===== src/rtl/adder_seq_ctrl.sv =====
// adder_seq_ctrl: byte-serial wide add/subtract sequencer around one shared 8-bit full adder
module fulladder_8bits (
  input  logic [7:0] A,
  input  logic [7:0] B,
  input  logic       Cin,
  output logic [7:0] Suma,
  output logic       Cout
);
  assign {Cout, Suma} = {1'b0, A} + {1'b0, B} + {8'd0, Cin};
endmodule

module adder_seq_ctrl #(
  parameter int NBYTES = 4
) (
  input  logic                  clk,
  input  logic                  rst_n,
  input  logic                  start,
  input  logic                  op_sub,
  input  logic [8*NBYTES-1:0]   A,
  input  logic [8*NBYTES-1:0]   B,
  output logic                  ready,
  output logic                  done,
  output logic [8*NBYTES-1:0]   Result,
  output logic                  Cout,
  output logic                  Ovf
);
  localparam int IW = $clog2(NBYTES);
  typedef enum logic [1:0] {IDLE, RUN, DONE} state_t;
  state_t state_q, state_d;
  logic [NBYTES-1:0][7:0] opa_q, opa_d, opb_q, opb_d, res_q, res_d;
  logic carry_q, carry_d, cout_q, cout_d, ovf_q, ovf_d, done_q, done_d;
  logic [IW-1:0] idx_q, idx_d;
  logic [7:0] sum;
  logic co, last;
  fulladder_8bits u_fa (
    .A(opa_q[idx_q]),
    .B(opb_q[idx_q]),
    .Cin(carry_q),
    .Suma(sum),
    .Cout(co)
  );
  assign last = idx_q == IW'(NBYTES - 1);
  always_comb begin
    state_d = state_q;
    opa_d   = opa_q;
    opb_d   = opb_q;
    res_d   = res_q;
    carry_d = carry_q;
    cout_d  = cout_q;
    ovf_d   = ovf_q;
    done_d  = done_q;
    idx_d   = idx_q;
    case (state_q)
      IDLE: if (start) begin
        opa_d   = A;
        opb_d   = op_sub ? ~B : B;
        carry_d = op_sub;
        idx_d   = '0;
        state_d = RUN;
      end
      RUN: begin
        res_d[idx_q] = sum;
        carry_d      = co;
        idx_d        = last ? '0 : idx_q + IW'(1);
        if (last) begin
          cout_d  = co;
          ovf_d   = (opa_q[NBYTES-1][7] == opb_q[NBYTES-1][7]) && (sum[7] != opa_q[NBYTES-1][7]);
          done_d  = 1'b1;
          state_d = DONE;
        end
      end
      default: begin
        done_d  = 1'b0;
        state_d = IDLE;
      end
    endcase
  end
  always_ff @(posedge clk or negedge rst_n) begin
    if (!rst_n) begin
      state_q <= IDLE;
      opa_q   <= '0;
      opb_q   <= '0;
      res_q   <= '0;
      carry_q <= 1'b0;
      cout_q  <= 1'b0;
      ovf_q   <= 1'b0;
      done_q  <= 1'b0;
      idx_q   <= '0;
    end else begin
      state_q <= state_d;
      opa_q   <= opa_d;
      opb_q   <= opb_d;
      res_q   <= res_d;
      carry_q <= carry_d;
      cout_q  <= cout_d;
      ovf_q   <= ovf_d;
      done_q  <= done_d;
      idx_q   <= idx_d;
    end
  end
  assign ready  = state_q == IDLE;
  assign done   = done_q;
  assign Result = res_q;
  assign Cout   = cout_q;
  assign Ovf    = ovf_q;
endmodule


===== config.mk =====
export PLATFORM = sky130hd
export DESIGN_NAME = adder_seq_ctrl
export DESIGN_NICKNAME = d
export VERILOG_FILES = /design/src/rtl/adder_seq_ctrl.sv
export SDC_FILE = /design/constraint.sdc
export NUM_CORES = 1
export LEC_CHECK = 0
export CAP_MARGIN = 5
export CELL_PAD_IN_SITES_DETAIL_PLACEMENT = 0
export CELL_PAD_IN_SITES_GLOBAL_PLACEMENT = 2
export CORE_UTILIZATION = 36
export CTS_CLUSTER_DIAMETER = 60
export DETAILED_ROUTE_END_ITERATION = 16
export PLACE_DENSITY = 0.93
export SLEW_MARGIN = 20
export SYNTH_ARGS = -nofsm -noshare
export SYNTH_HDL_FRONTEND = slang
export SYNTH_SLANG_ARGS = --single-unit

===== constraint.sdc =====
create_clock -name clk -period 5.15 [get_ports clk]
set_clock_uncertainty 0.05 [all_clocks]
set_input_delay 1.03 -clock clk [delete_from_list [all_inputs] [get_ports clk]]
set_output_delay 1.03 -clock clk [all_outputs]
set_load 0.02 [all_outputs]

==> run_1/pinout.png <==
Pins as bars across the die edge, other pins in grey.
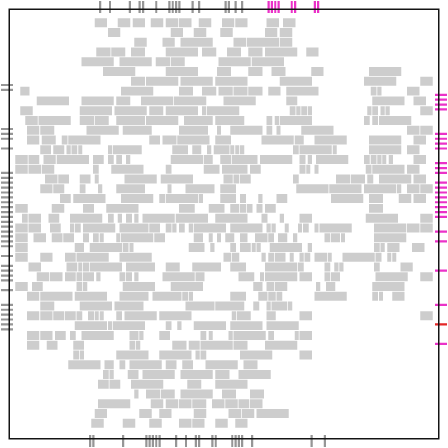
Magenta shows Result, pins 32, direction output, edge 24 right, 8 top. Red shows Cout, pins 1, direction output, edge right.
All pins by edge: 34 left, 25 right, 24 top, 21 bottom.

==> run_1/layers.png <==
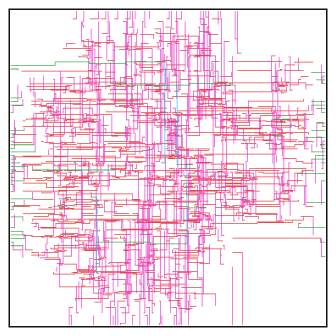
Green shows M3, wire length 399 um. Magenta shows M2, wire length 5,200 um. Red shows M1, wire length 5,050 um. Cyan shows M4, wire length 127 um.

==> run_1/placed.png <==
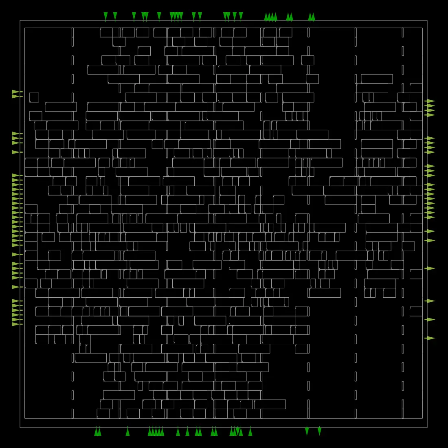
# rows: 42
number of inserted filler cells in the final layout: 1,217
sequential cell area share: 40.9%
non-filler instance count after layout: 691

==> notes.md, run 1 <==
Status of the implementation.

- The total standard cell area after synthesis is 4940 um2, for reference.
- The core region is 13,300 um2.
- The share of the synthesized area in the top cell type is a little over half, for reference.
- The number of antenna violations at the first check in global routing is 0.
- Net switching is 42.3% of the power.
- The aggregate negative setup slack is 0 ns, for reference.
- The multi-input combinational cell count is about 280, for reference.
- According to the I/O placement log, the pin count is about 100.
- The via count of the first global-routing pass is between 3,000 and 4,000.
- Including well taps, the total number of placed cells is 675.
- The most instantiated logic cell after routing is sky130_fd_sc_hd__dfrtp_1, for reference.
- The count of warnings emitted by yosys is 0, for reference.
- The number of design rule violations left after detail routing is 0, for reference.
- The final count of pins violating max slew is 0, for reference.
- The final RePlAce weighted congestion is about 0.8, for reference.
- The most frequent cell after synthesis is sky130_fd_sc_hd__dfrtp_1, for reference.
- In this run the full chip footprint comes out at between 10,000 and 15,000 um2.
- Prior to clock tree synthesis, the placed netlist has a worst setup slack of ~1.5 ns.
- Summed over all nets, the half-perimeter wirelength after detailed placement is approximately 7900 um.
- The number of library cell types mapped by synthesis is 39, for reference.
- The clock latency reported for the late side of the worst-skew pair is 0.35 ns, for reference.
- Summed over all nets, the switching power comes to between 2000 and 2500 uW.
- The H-tree was split into 3 levels.
- The length of the first detailed-routing pass in iterations is 4, for reference.
- The synthesis run shows the most used standard cells to be 104 x sky130_fd_sc_hd__dfrtp_1, 45 x sky130_fd_sc_hd__nor2_1, 40 x sky130_fd_sc_hd__mux2_2.
- Per the timing report, the most critical flop-to-flop path originates at idx_q[0].
- For the clock group, total power comes out at between 600 and 700 uW.
- The depth of the worst register-to-register path is 9, for reference.
- The flow reported a cell area power density of roughly 760 nW/um2.
- The fmax is ~270 MHz, for reference.
- The post-synthesis average cell area is roughly 12 um2, for reference.
- The die is 119 um wide.
- The class of the worst hold path is reg -> reg, for reference.
- The run finished with clean final reports.
- Once detail routing completed, the nets flagged for antenna violations numbered 0.
- Post-CTS repair changed the size of 0 cells.
- After synthesis, flip-flops and latches occupy between 50% and 60% of the total area.
- The transition time at the pin with the least slew margin is 0.894 ns, for reference.
- The total of max-cap violations is 0, for reference.
- The critical path endpoint has a required time of about 5.3 ns.
- The TritonCTS clock tree is yes, for reference.
- The wire length of the first global-routing pass is about 18,000 um, for reference.
- Internal power comes to 2780 uW.
- The startpoint of the most critical hold path is Result[19], for reference.
- The number of clock sinks is ~100, for reference.
- The multi-input logic portion of the cell area is 34.4%, for reference.
- The final clock period utilization by the worst path is 70.8%, for reference.
- The total via count after detailed routing is about 3,400, for reference.
- Across all register-to-register paths, the minimum setup slack is 1.50 ns.
- Headroom to the max-slew limit came out at a little over 40%.
- The number of flops mapped to enable cells by yosys is 0, for reference.
- The area growth from synthesis to layout is 28.7%.
- Counting every instance in the synthesized netlist gives roughly 420.
- The violation count after the first detailed-routing iteration is between 100 and 150, for reference.
- The count of buffers not belonging to the clock network in the layout is 106, for reference.
- The final number of hold-violating endpoints is 0, for reference.
- The CTS report gives the tree buffer count as 9.
- The flow inserted 176 tap cells.
- The area taken by sequential standard cells is reported as roughly 2600 um2.
- The die is 119 um tall.
- The initial core utilization is around 37%, for reference.
- The most common flop cell mapped by yosys is sky130_fd_sc_hd__dfrtp_1, for reference.
- The end of the worst hold path is Result[19], for reference.
- The top contributor to total power is combinational cells, for reference.
- The relative area of non-clock buffer cells in the final design is between 10% and 20%, for reference.
- In the global route stage, overall resource usage came out at around 17%.
- The timing report gives the clock slew at the launch and capture registers of the worst setup and hold paths as ~0.07 ns.
- Combinational logic is responsible for 55.5% of the overall power.
- The total congestion overflow is 0, for reference.
- The total power consumption of the routed design is slightly below 5000 uW, for reference.
- The maximum number of pins on one net before global-route repair is between 60 and 70, for reference.
- The clock tree cell share of total cell area is 4.45%, for reference.
- The number of clock buffers in the layout is 9, for reference.
- The total of hold buffers inserted after clock tree synthesis is 0, for reference.
- The count of final setup violators is 0, for reference.
==> run 1: cell families (layout without fill, tap and decap cells) <==
logic type	after synthesis	in the layout	share of synthesized area, %
mux	60	60	17.2
compound gates	79	79	9.17
buf+inv	31	127	3.06
flops	104	104	52.7
xor+xnor	36	36	6.38
fa+ha+maj	13	13	3.60
simple gates	96	96	7.88
==> run 1: per-layer routing <==
layer	wire, um	vias to the layer above	GRT usage, %
met4	126	0	5.22
met3	399	10	3.26
met2	5200	77	27.4
met5	0	-	0
li1	-	1650	-
met1	5050	1618	21.9
==> run 1: worst max-delay path, stage by stage (launching register included) <==
cell	delay, ns
sky130_fd_sc_hd__dfrtp_1	0.49
sky130_fd_sc_hd__buf_4	0.34
sky130_fd_sc_hd__mux4_2	0.57
sky130_fd_sc_hd__fa_1	0.47
sky130_fd_sc_hd__fa_1	0.43
sky130_fd_sc_hd__a21o_2	0.23
sky130_fd_sc_hd__a21oi_1	0.27
sky130_fd_sc_hd__o21ai_0	0.19
sky130_fd_sc_hd__a221oi_1	0.33
sky130_fd_sc_hd__o21ai_0	0.12
==> run 1: metrics by stage <==
stage | instance area (um2) | hold slack, ns
after CTS | 6360 | 0.441
after global placement | 6080 | 0.412
after floorplan | 4940 | 0.421
after detailed placement | 6080 | 0.424
final | 6360 | 0.432
after global routing | 6360 | 0.469
==> run 1: how the worst max path moves through the flow <==
stage,from,endpoint,cells past startpoint
floorplan,idx_q[0],Cout,9
global placement,idx_q[0],Cout,9
detailed placement,idx_q[0],Cout,9
CTS,idx_q[0],Cout,9
global route,idx_q[0],Cout,9
finish,idx_q[0],Cout,9
==> run 1: sequential cells by signal, summed over array words and instances (netlist names) <==
signal   cells
Cout         1
Ovf          1
Result      32
carry_q      1
done         1
idx_q        2
opa_q       32
opb_q       32
state_q      2
==> run 2, diff against run 1 <==
--- a/config.mk
+++ b/config.mk
@@ -8,10 +8,10 @@
 export CAP_MARGIN = 5
 export CELL_PAD_IN_SITES_DETAIL_PLACEMENT = 0
 export CELL_PAD_IN_SITES_GLOBAL_PLACEMENT = 2
-export CORE_UTILIZATION = 36
+export CORE_UTILIZATION = 33
 export CTS_CLUSTER_DIAMETER = 60
 export DETAILED_ROUTE_END_ITERATION = 16
-export PLACE_DENSITY = 0.93
+export PLACE_DENSITY = 0.87
 export SLEW_MARGIN = 20
 export SYNTH_ARGS = -nofsm -noshare
 export SYNTH_HDL_FRONTEND = slang
==> constraint.sdc (replaced) <==
create_clock -name clk -period 3.59 [get_ports clk]
set_clock_uncertainty 0.05 [all_clocks]
set_input_delay 0.718 -clock clk [delete_from_list [all_inputs] [get_ports clk]]
set_output_delay 0.718 -clock clk [all_outputs]
set_load 0.02 [all_outputs]
==> run 2 against run 1 <==
Compared with the run above: clock power grew 45%; cell count grew 1.6%; setup slack lost 1.1 ns; global-route usage shrank 1.2 points; first-iteration DRC count grew 17%; via count grew 0.54%; non-clock buffer count grew 3; total power grew 47%; critical path type unchanged; critical endpoint unchanged; largest power group unchanged.
==> notes.md, run 2 <==
Status of the implementation.

- The final clock period utilization by the worst path was 89.3% (was 70.8%).
- The level count of the clock H-tree is 3 (unchanged), for reference.
- The total standard cell area after synthesis came to 4940 um2 (unchanged).
- The final number of hold-violating endpoints came to 0 (unchanged).
- The total power consumption of the routed design is 7080 uW (was 4830 uW), for reference.
- The synthesized-area fraction occupied by and/or/nand/nor cells is 7.88% (unchanged).
- The post-synthesis average cell area came to 11.8 um2 (unchanged).
- The count of pins on the block boundary is 104 (unchanged), for reference.
- The synthesized-area fraction occupied by ao, oa, aoi and oai cells is 9.17% (unchanged), for reference.
- The final cell count without fillers is 702 (was 691), for reference.
- The routed length on met1 came to 5010 um (was 5050 um).
- The violation count after the first detailed-routing iteration came to 142 (was 121).
- The number of antenna violations at the first check in global routing came to 0 (unchanged).
- The layer carrying the most global-route usage is met2 (unchanged).
- The depth of the worst register-to-register path is 8 (was 9).
- The sort of element at the start of the critical path is a flip-flop (unchanged), for reference.
- The via count of the first global-routing pass came to 3,502 (was 3,536).
- The initial core utilization is 33.9% (was 37.2%), for reference.
- The share of the synthesized area in the top cell type is 52.7% (unchanged), for reference.
- The number of design rule violations left after detail routing is 0 (unchanged), for reference.
- The worst hold slack across all endpoints is 0.359 ns (was 0.432 ns), for reference.
- The horizontal die dimension was 124 um (was 119 um).
- The utilization of the core after routing is 44.0% (was 47.8%), for reference.
- The number of library cell types mapped by synthesis came to 39 (unchanged).
- The number of flops mapped to enable cells by yosys is 0 (unchanged), for reference.
- The total via count after detailed routing is 3,373 (was 3,355).
- The total of hold buffers inserted after clock tree synthesis is 0 (unchanged), for reference.
- The xor-xnor portion of the synthesized cell area came to 6.38% (unchanged).
- The area of the chip is 15,500 um2 (was 14,200 um2).
- The aggregate negative setup slack is 0 ns (unchanged), for reference.
- The number of fill cells in the layout is 1,354 (was 1,217), for reference.
- The met1 layer usage reported by global route was 19.6% (was 21.9%).
- The number of CTS-inserted buffers came to 9 (unchanged).
- The required time at the worst-slack endpoint is 3.74 ns (was 5.30 ns), for reference.
- The dominant non-sequential cell family after synthesis is multiplexers (unchanged).
- The half-perimeter wire length after detailed placement is 8300 um (was 7870 um).
- The adder-cell area share of the yosys netlist is 3.60% (unchanged).
- The most common flop cell mapped by yosys is sky130_fd_sc_hd__dfrtp_1 (unchanged).
- The relative slew slack is 38.7% (was 40.4%), for reference.
- The standard cell area after detailed placement is 6120 um2 (was 6080 um2).
- The final RePlAce weighted congestion is 0.757 (was 0.780), for reference.
- The clock latency reported for the late side of the worst-skew pair is 0.35 ns (about the same), for reference.
- The area inside the core boundary was 14,600 um2 (was 13,300 um2).
- The number of gates resized after cts came to 0 (unchanged).
- The TritonCTS clock tree is yes (unchanged), for reference.
- The count of final setup violators is 0 (unchanged), for reference.
- The met2 wire length is 5680 um (was 5200 um), for reference.
- The wire length on met3 is 387 um (was 399 um), for reference.
- The signed area change from the synthesized netlist to the final layout is 30.1% (was 28.7%), for reference.
- The highest signal layer in the routed design was met4 (unchanged).
- The register area share after synthesis is 52.7% (unchanged).
- The final count of pins violating max slew is 0 (unchanged), for reference.
- The origin of the critical flop-to-flop path was idx_q[0] (unchanged).
- The number of clock sinks is 104 (unchanged).
- The met3 usage in global routing is 3.61% (was 3.26%), for reference.
- The final design area excluding fillers is 6420 um2 (was 6360 um2), for reference.
- The length of the first detailed-routing pass in iterations is 6 (was 4), for reference.
- The post-place setup slack is 0.228 ns (was 1.47 ns), for reference.
- The global-route total usage across every layer is 15.4% (was 16.6%).
- The met2 capacity usage during global routing came to 26.2% (was 27.4%).
- The slack of the worst reg-to-reg path is 0.38 ns (was 1.50 ns), for reference.
- Outcome: complete, no violations (unchanged).
- The most frequent cell after synthesis is sky130_fd_sc_hd__dfrtp_1 (unchanged), for reference.
- The total congestion overflow is 0 (unchanged).
- The post-synthesis cell count came to 419 (unchanged).
[run 2: worst max-delay path, stage by stage, from the launching register on]
cell and delay, ns:
sky130_fd_sc_hd__dfrtp_1 0.49, sky130_fd_sc_hd__mux4_2 0.56, sky130_fd_sc_hd__fa_1 0.48, sky130_fd_sc_hd__fa_1 0.44
sky130_fd_sc_hd__a21o_2 0.24, sky130_fd_sc_hd__a21oi_2 0.21, sky130_fd_sc_hd__o21ai_0 0.18, sky130_fd_sc_hd__a221oi_2 0.30
sky130_fd_sc_hd__o21ai_0 0.11
[run 2: worst max path at each step]
stage	startpoint	to	slack, ns	cells past startpoint
3_5_place_dp	idx_q[0]	Cout	0.23	8
5_1_grt	idx_q[0]	carry_q	0.16	8
4_1_cts	idx_q[0]	Cout	0.21	8
3_3_place_gp	idx_q[0]	Cout	0.36	8
2_1_floorplan	idx_q[0]	Cout	0.42	9
6_report	idx_q[0]	Cout	0.38	8
[run 2: cells by family (layout without fill, tap and decap cells)]
logic type | Yosys count | after routing
AOI/OAI and AO/OA | 79 | 79
xor gates and xnor gates | 36 | 36
adders and majority gates | 13 | 13
buffers and inverters | 31 | 130
DFF | 104 | 104
muxes | 60 | 60
and+or+nand+nor | 96 | 96
[run 2: area by class of cell]
| type | count | area [um2] | share of cell area [%] |
|---|---|---|---|
| Multi-Input combinational cell | 284 | 2200 | 34.2 |
| Sequential cell | 104 | 2600 | 40.5 |
| Timing Repair Buffer | 109 | 1080 | 16.9 |
| Tap cell | 184 | 230 | 3.58 |
| Inverter | 5 | 18.8 | 0.292 |
| Clock buffer | 10 | 239 | 3.72 |
| Clock inverter | 6 | 51.3 | 0.798 |
[run 2: power breakdown]
| part | internal, uW | switching [uW] |
|---|---|---|
| logic | 1790 | 2240 |
| registers | 1770 | 341 |
| clock network | 498 | 447 |
| total | 4050 | 3030 |
==> run_2/layers.png <==
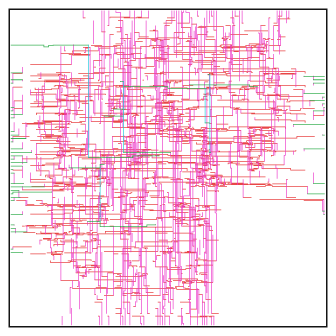
Red shows M1, wire length 5,010 um. Green shows M3, wire length 387 um. Cyan shows M4, wire length 137 um. Magenta shows M2, wire length 5,680 um.

==> run_2/pinout.png <==
Pins as bars across the die edge, other pins in grey.
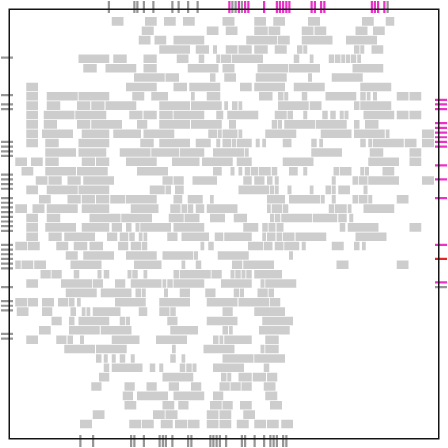
Red shows Cout, pins 1, direction output, edge right. Magenta shows Result, pins 32, direction output, edge 18 top, 14 right.
All pins by edge: 32 left, 31 top, 25 bottom, 16 right.

No activity file was given, so power comes from the tool's default toggle rates.
